==> run_1/registers.png <==
Drawn at 3 px/um. Other sequential cells in the stronger gray, the rest of the logic in the fainter gray.
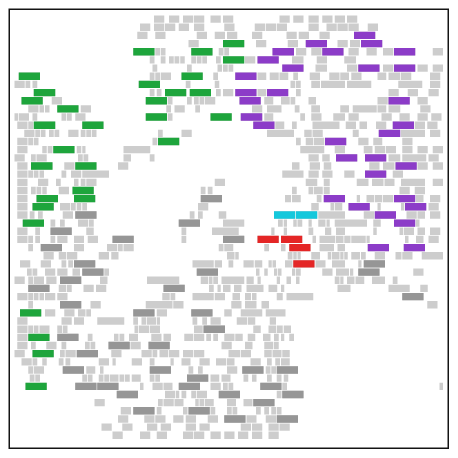
==> run_1/metal_stack.png <==
Drawn at 3 px/um.
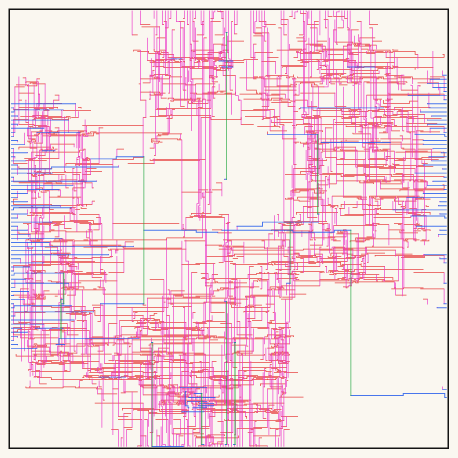
==> run_1/final_clocks.png <==
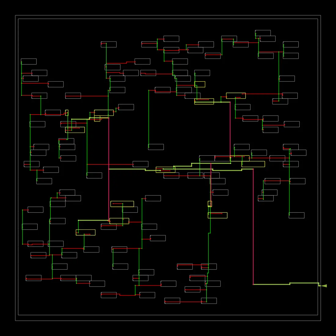
==> run_1/density.png <==
Drawn at 2 px/um. 15 x 15 tiles, from white (low) to dark blue (high), 0 to 100% covered.
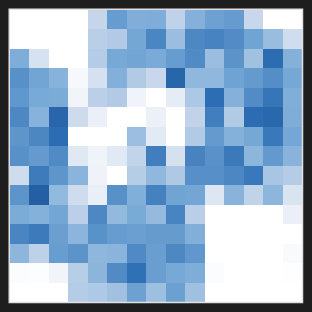
==> config.mk <==
export PLATFORM = sky130hd
export DESIGN_NAME = lsu_mem_ctrl_flat
export DESIGN_NICKNAME = d
export VERILOG_FILES = /design/src/rtl/lsu_pkg.sv /design/src/rtl/lsu_mem_ctrl_if.sv /design/src/rtl/lsu_lane_align.sv /design/src/rtl/lsu_mem_ctrl.sv /design/src/flat_wrapper.sv
export SDC_FILE = /design/constraint.sdc
export NUM_CORES = 1
export LEC_CHECK = 0
export CORE_UTILIZATION = 25
export CTS_CLUSTER_DIAMETER = 40
export DETAILED_ROUTE_END_ITERATION = 16
export RECOVER_POWER = 100
export SLEW_MARGIN = 10
export SYNTH_ARGS = -nofsm -noshare
export SYNTH_HDL_FRONTEND = slang
export SYNTH_SLANG_ARGS = --single-unit
==> constraint.sdc <==
create_clock -name clk -period 2.2 [get_ports clk]
set_input_delay 0.44 -clock clk [delete_from_list [all_inputs] [get_ports clk]]
set_output_delay 0.44 -clock clk [all_outputs]
set_load 0.05 [all_outputs]
==> impl_metrics.csv, run 1 <==
group,metric,value,unit
grt,antenna_found_initial,0,
critical_path,worstPathBufferInverterCount,1,
floorplan,full_die_area,21300,sq um
synthesis,yosys_warnings,0,
power,leakage,3.02,nW
synthesis,top_cell,"sky130_fd_sc_hd__dfxtp_1",
critical_path,worstSetupEndpointType,"primary output",
synthesis,syn_inst,567,
floorplan,die-height,146,um
place,placedCellCount,1019,
critical_path,regToRegSetupSlack,0.22,ns
synthesis,synth.top_cell.area_share,0.422,
finish,finish.cell_count_without_fillers,1034,
cts,cts.sink_count,109,
routing,detail_route.drc_violations,0,
critical_path,cp_cell_sequence,"dlygate4sd3_1",
finish,most_frequent_cells_in_the_layout,"sky130_fd_sc_hd__dfxtp_1, sky130_fd_sc_hd__clkdlybuf4s50_1, sky130_fd_sc_hd__dlygate4sd3_1",
status,result_of_the_run,"completed",
synthesis,synth-seq-cells,109,
finish,final.fill_count,2041,
power,power.density_cell_area,848,nW/um^2
cts,clock-root-buffer,"sky130_fd_sc_hd__clkbuf_16",
power,clock_power_share,0.263,
synthesis,synth-edff-count,0,
finish,share_of_layout_cells_above_drive_strength_1,0.102,
final_timing,fin_crit_share,0.943,
floorplan,number_of_top_level_design_ports,209,
synthesis,asyncSetResetFlopFracSynth,0,
place,estimated_wirelength_of_the_detail_placed_design,12400,um
routing,vias_per_cell,4.95,
final_timing,timing.max_slew.rel_slack,0.554,
final_timing,rsz0062_at_grt,"false",
final_timing,timing.fmax,482,MHz
synthesis,netlist-cell-type-count,55,
synthesis,synth-area-yosys,5170,sq um
grt,largest_net_degree_at_the_start_of_global_routing,81,
power,comb_power_share,0.393,
finish,design.final.nets,869,
finish,final_common_cell,"sky130_fd_sc_hd__dfxtp_1",
final_timing,drv_slew,0,
hold_path,whs_path_depth,2,
cts,tritoncts_clock_tree,"yes",
final_timing,worst_slack,0.125,ns
place,placement.setup.worst_slack,-0.121,ns
cts,cts.repair_timing.setup_buffer_count,0,
power,vdd.ir_drop.worst,0.411,mV
place,gp_routability_congestion,0.772,
floorplan,rows,52,
flow_run,cap_viol_max_count,0,
hold_path,hold_class,"in -> reg",
cts,cts-resized-gates,0,
grt,global_route.overflow_total,0,
About registers.png:
netlist name	color	placed flops
`u_core.mem.mem_addr`	green	30
`u_core.rdata_ext_M`	purple	32
`u_core.off_reg`	cyan	2
`u_core.type_reg`	red	4
reported sequential group power: 2.33 mW
Storage cell area: 2180 sq um
fraction of area in registers: 0.274
utilization after layout: 0.394

About metal_stack.png:
layer	color	wire length
met4	green	356 um
met2	magenta	8,260 um
met3	blue	1,220 um
met1	red	7,480 um
Total Routing Usage GR: 0.165
post-DR wirelength/cell: 16.8 um
number of vias in the routed layout: 5,115
routed wire length: 17,300 um

About final_clocks.png:
Setup Skew: 0.0103 ns
insertion delay at the late pin of the worst-skew pair: 0.35 ns
total clock network power: 1.77 mW

About density.png:
nearly empty tiles	21%
emptiest ninth of the die	south-east
tiles over 75% full	3.6%
mean over tiles	36%
fullest tile	81%
initial core utilization: 0.256
Core ar.: 20,200 sq um

==> run 1: layout make-up <==
class / instances / area (sq um) / area share
clock buffer: 11 / 243 / 0.0305
clock inverter: 4 / 72.6 / 0.00911
inverter: 4 / 15.0 / 0.00189
multi-input combinational: 391 / 2700 / 0.339
sequential: 109 / 2180 / 0.274
tap: 270 / 338 / 0.0424
timing repair buffer: 245 / 2410 / 0.303
==> run 1: kinds of logic (layout without fill, tap and decap cells) <==
logic type | Yosys count | after routing | synth area share
other | 1 | 2 | 0.000725
AND/OR/NAND/NOR | 110 | 110 | 0.115
multiplexers | 44 | 44 | 0.106
flip-flops | 109 | 109 | 0.422
buffers and inverters | 68 | 264 | 0.0622
adder cells (fa/ha/maj) | 4 | 4 | 0.00968
AND-OR/OR-AND | 231 | 231 | 0.284
==> run 1: layer usage <==
layer  global-route usage  routed length (um)
met3               0.0498                1220
met5                    0                   0
met4               0.0553                 356
met2                0.271                8260
met1                0.205                7480
==> run 1: power groups by stage <==
stage	registers [mW]	clock network (mW)	logic [mW]
6_report	2.33	1.77	2.65
2_1_floorplan	2.98	0	1.18
3_3_place_gp	2.38	0	2.76
3_5_place_dp	2.38	0	2.76
4_1_cts	2.34	1.83	2.77
5_1_grt	2.36	1.92	2.86
==> run 1: through the flow <==
step	cell area [sq um]	TNS, ns	hold slack, ns	utilization
floorplan	5180	0	0.466	-
global placement	7670	-1.02	0.458	0.379
detailed placement	7670	-2.16	0.457	0.379
CTS	7990	0	0.365	0.395
global route	7960	0	0.375	0.394
finish	7960	0	0.381	0.394
## Run 2: what changed since run 1
--- a/config.mk
+++ b/config.mk
@@ -5,9 +5,10 @@
 export SDC_FILE = /design/constraint.sdc
 export NUM_CORES = 1
 export LEC_CHECK = 0
-export CORE_UTILIZATION = 25
+export CORE_UTILIZATION = 39
 export CTS_CLUSTER_DIAMETER = 40
 export DETAILED_ROUTE_END_ITERATION = 16
+export PLACE_DENSITY = 0.76
 export RECOVER_POWER = 100
 export SLEW_MARGIN = 10
 export SYNTH_ARGS = -nofsm -noshare
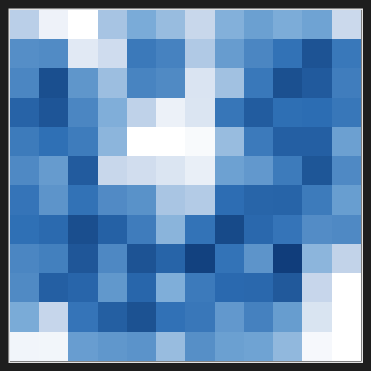
(run_2/density.png)
Drawn at 3 px/um. 12 x 12 tiles, from white (low) to dark blue (high), 0 to 100% covered.
tiles over 75% full	23%
nearly empty tiles	4.2%
mean over tiles	56%
initial core utilization: 0.405
utilization after layout: 0.616
Core ar.: 12,800 sq um

==> run 2 against run 1 <==
  * Synthesized area did not move
  * Non-clock buffer count fell by 3
  * Critical path depth did not move
  * Utilization rose by 22 points
  * Register-to-register slack got worse by 0.06 ns
  * Die size fell by 35%
  * Power rose by 0.32%
  * Maximum frequency fell by 1.5%
  * Largest power group unchanged
==> impl_metrics.csv, run 2 <==
group,metric,value,unit
finish,final.fill_count,1031,
cts,clock-root-buffer,"sky130_fd_sc_hd__clkbuf_16",
floorplan,full_die_area,13700,sq um
synthesis,number_of_cell_instances_after_yosys_synthesis,567,
final_timing,timing.max_slew.rel_slack,0.569,
cts,tritoncts_clock_tree,"yes",
floorplan,die-height,117,um
grt,grt_pass1_vias,5304,
routing,routedWlPerCell,18.3,um
synthesis,mux_share,0.106,
cts,cts.repair_timing.setup_buffer_count,0,
synthesis,ys_sh_xor,0,
final_timing,rsz0062_at_grt,"false",
synthesis,syn_inst,567,
final_timing,fin_worst_hold_slack,0.443,ns
critical_path,worstPathBufferInverterCount,1,
synthesis,ys_top_logic_family,"AND-OR/OR-AND gates",
grt,grt.met3_usage,0.0973,
critical_path,critical_path.top_delay_family,"buffers and inverters",
floorplan,floorplan.die.width,117,um
grt,global_route.overflow_total,0,
critical_path,worstSetupEndpointType,"primary output",
synthesis,synth-compound-area-share,0.284,
synthesis,area_fraction_in_and_or_nand_and_nor_cells,0.115,
critical_path,worst-setup-path-type,"reg -> out",
critical_path,worstPathMaxFanout,3,
finish,most_frequent_cells_in_the_layout,"sky130_fd_sc_hd__dfxtp_1, sky130_fd_sc_hd__clkdlybuf4s50_1, sky130_fd_sc_hd__dlygate4sd3_1",
final_timing,worst-slew-pin-transition,0.645,ns
grt,grt_use_met1,0.277,
grt,routing_usage_on_met2,0.438,
hold_path,hold_class,"in -> reg",
flow_run,stage_log_warnings,29,
critical_path,regToRegSetupSlack,0.16,ns
synthesis,ys_top_cells_by_count,"sky130_fd_sc_hd__dfxtp_1, sky130_fd_sc_hd__a21oi_1, sky130_fd_sc_hd__o21ai_0",
power,leakage,3.02,nW
status,result_of_the_run,"completed",
final_timing,final.setup.tns,0,ns
synthesis,synth-edff-count,0,
cts,ctsHoldBuffers,0,
synthesis,top_cell,"sky130_fd_sc_hd__dfxtp_1",
routing,final_antenna_net_count,0,
grt,grt_most_used_layer,"met2",
finish,share_of_layout_cells_above_drive_strength_1,0.104,
grt,wire_length_of_the_first_global_routing_pass,26600,um
synthesis,yosys.area_share.adder,0.00968,
place,gp_routability_congestion,0.896,
cts,worst_skew_pair.late_latency,0.36,ns
hold_path,whs_path_depth,2,
cts,cts_made_buffers,9,
grt,antenna_found_initial,0,
final_timing,drv_slew,0,
floorplan,number_of_top_level_design_ports,209,
synthesis,asyncSetResetFlopFracSynth,0,
synthesis,netlist_area_pre_place,5170,sq um
synthesis,synth.top_cell.area_share,0.422,
cts,cts.sink_count,109,
place,estimated_wirelength_of_the_detail_placed_design,12400,um
critical_path,cp_cell_sequence,"dlygate4sd3_1",
grt,gr-usage-all-layers,0.252,
routing,vias_per_cell,5.72,
synthesis,synth-area-yosys,5170,sq um
synthesis,netlist-cell-type-count,55,
flow_run,cap_viol_max_count,0,
synthesis,yosys_warnings,0,
final_timing,setup_skew,0.00637,ns
floorplan,rows,41,
synthesis,synth-seq-cells,109,
power,vdd.ir_drop.worst,0.952,mV
routing,detail_route.drc_violations,0,
finish,final_common_cell,"sky130_fd_sc_hd__dfxtp_1",
final_timing,fin_crit_share,0.958,
final_timing,finalHoldViolations,0,
finish,design.final.nets,866,
critical_path,cp_data_required_time,1.76,ns
grt,largest_net_degree_at_the_start_of_global_routing,79,
final_timing,timing.fmax,475,MHz
power,power.density_cell_area,861,nW/um^2
synthesis,yosys.area.top_type,"sky130_fd_sc_hd__dfxtp_1",
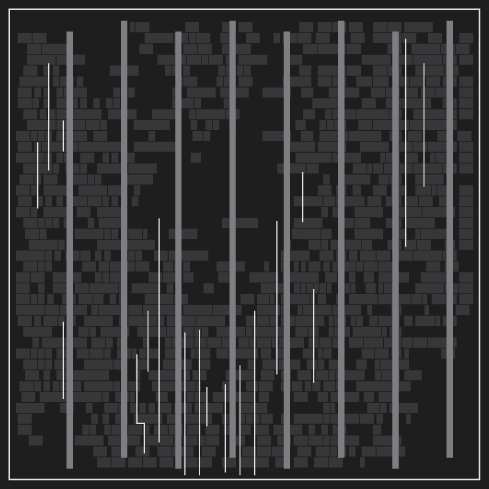
(run_2/met4.png)
Drawn at 4 px/um. Supply wires on this layer in gray. Cells faint in the background.
share of all routed wire	2.9%
longest straight run	55.8 um
nets with wire on the layer	16
number of vias in the routed layout: 5,346
routed wire length: 17,100 um

==> run 2: timing repair <==
| action | in CTS | in global routing |
|---|---|---|
| resized | 0 | 2 |
| endpoints found under the setup margin | 0 | 8 |
| endpoints found under the hold margin | 0 | 0 |
==> run 2: where the power goes <==
group / switching, mW / internal (mW) / total (mW) / leakage [nW]
combinational: 1.66 / 1.00 / 2.66 / 1.98
clock: 0.764 / 1.00 / 1.77 / 0.152
sequential: 0.151 / 2.19 / 2.34 / 0.885
total: 2.57 / 4.20 / 6.78 / 3.02
==> run 2: metrics by stage <==
| stage | std cells | setup slack [ns] | power, mW | area [sq um] | utilization |
|---|---|---|---|---|---|
| after floorplan | 568 | 0.120 | 4.16 | 5180 | - |
| after global placement | 918 | -0.0675 | 5.07 | 7560 | 0.592 |
| after detailed placement | 918 | -0.0732 | 5.13 | 7560 | 0.592 |
| after CTS | 934 | 0.152 | 6.94 | 7890 | 0.617 |
| after global routing | 934 | 0.0433 | 7.11 | 7870 | 0.616 |
| final | 934 | 0.0935 | 6.78 | 7870 | 0.616 |
==> run 2: kinds of logic after synthesis <==
group / after synthesis
other cells: 1
buf+inv: 68
compound gates: 231
mux: 44
fa+ha+maj: 4
flops: 109
simple gates: 110
==> run 2: final cells by class <==
cell class / instances / area, sq um / share of cell area
clock buffers: 9 / 225 / 0.0286
clock inverters: 7 / 97.6 / 0.0124
inverters: 4 / 15.0 / 0.00191
multi-input cells: 391 / 2700 / 0.343
flip-flops and latches: 109 / 2180 / 0.277
well taps: 172 / 215 / 0.0273
repair buffers: 242 / 2430 / 0.309
==> run 2: per-layer routing <==
layer	wire length, um	up-vias
li1	-	2517
met1	6540	2546
met2	8450	246
met3	1650	37
met4	492	0
met5	0	-
Power is estimated from default activity; no workload was simulated.
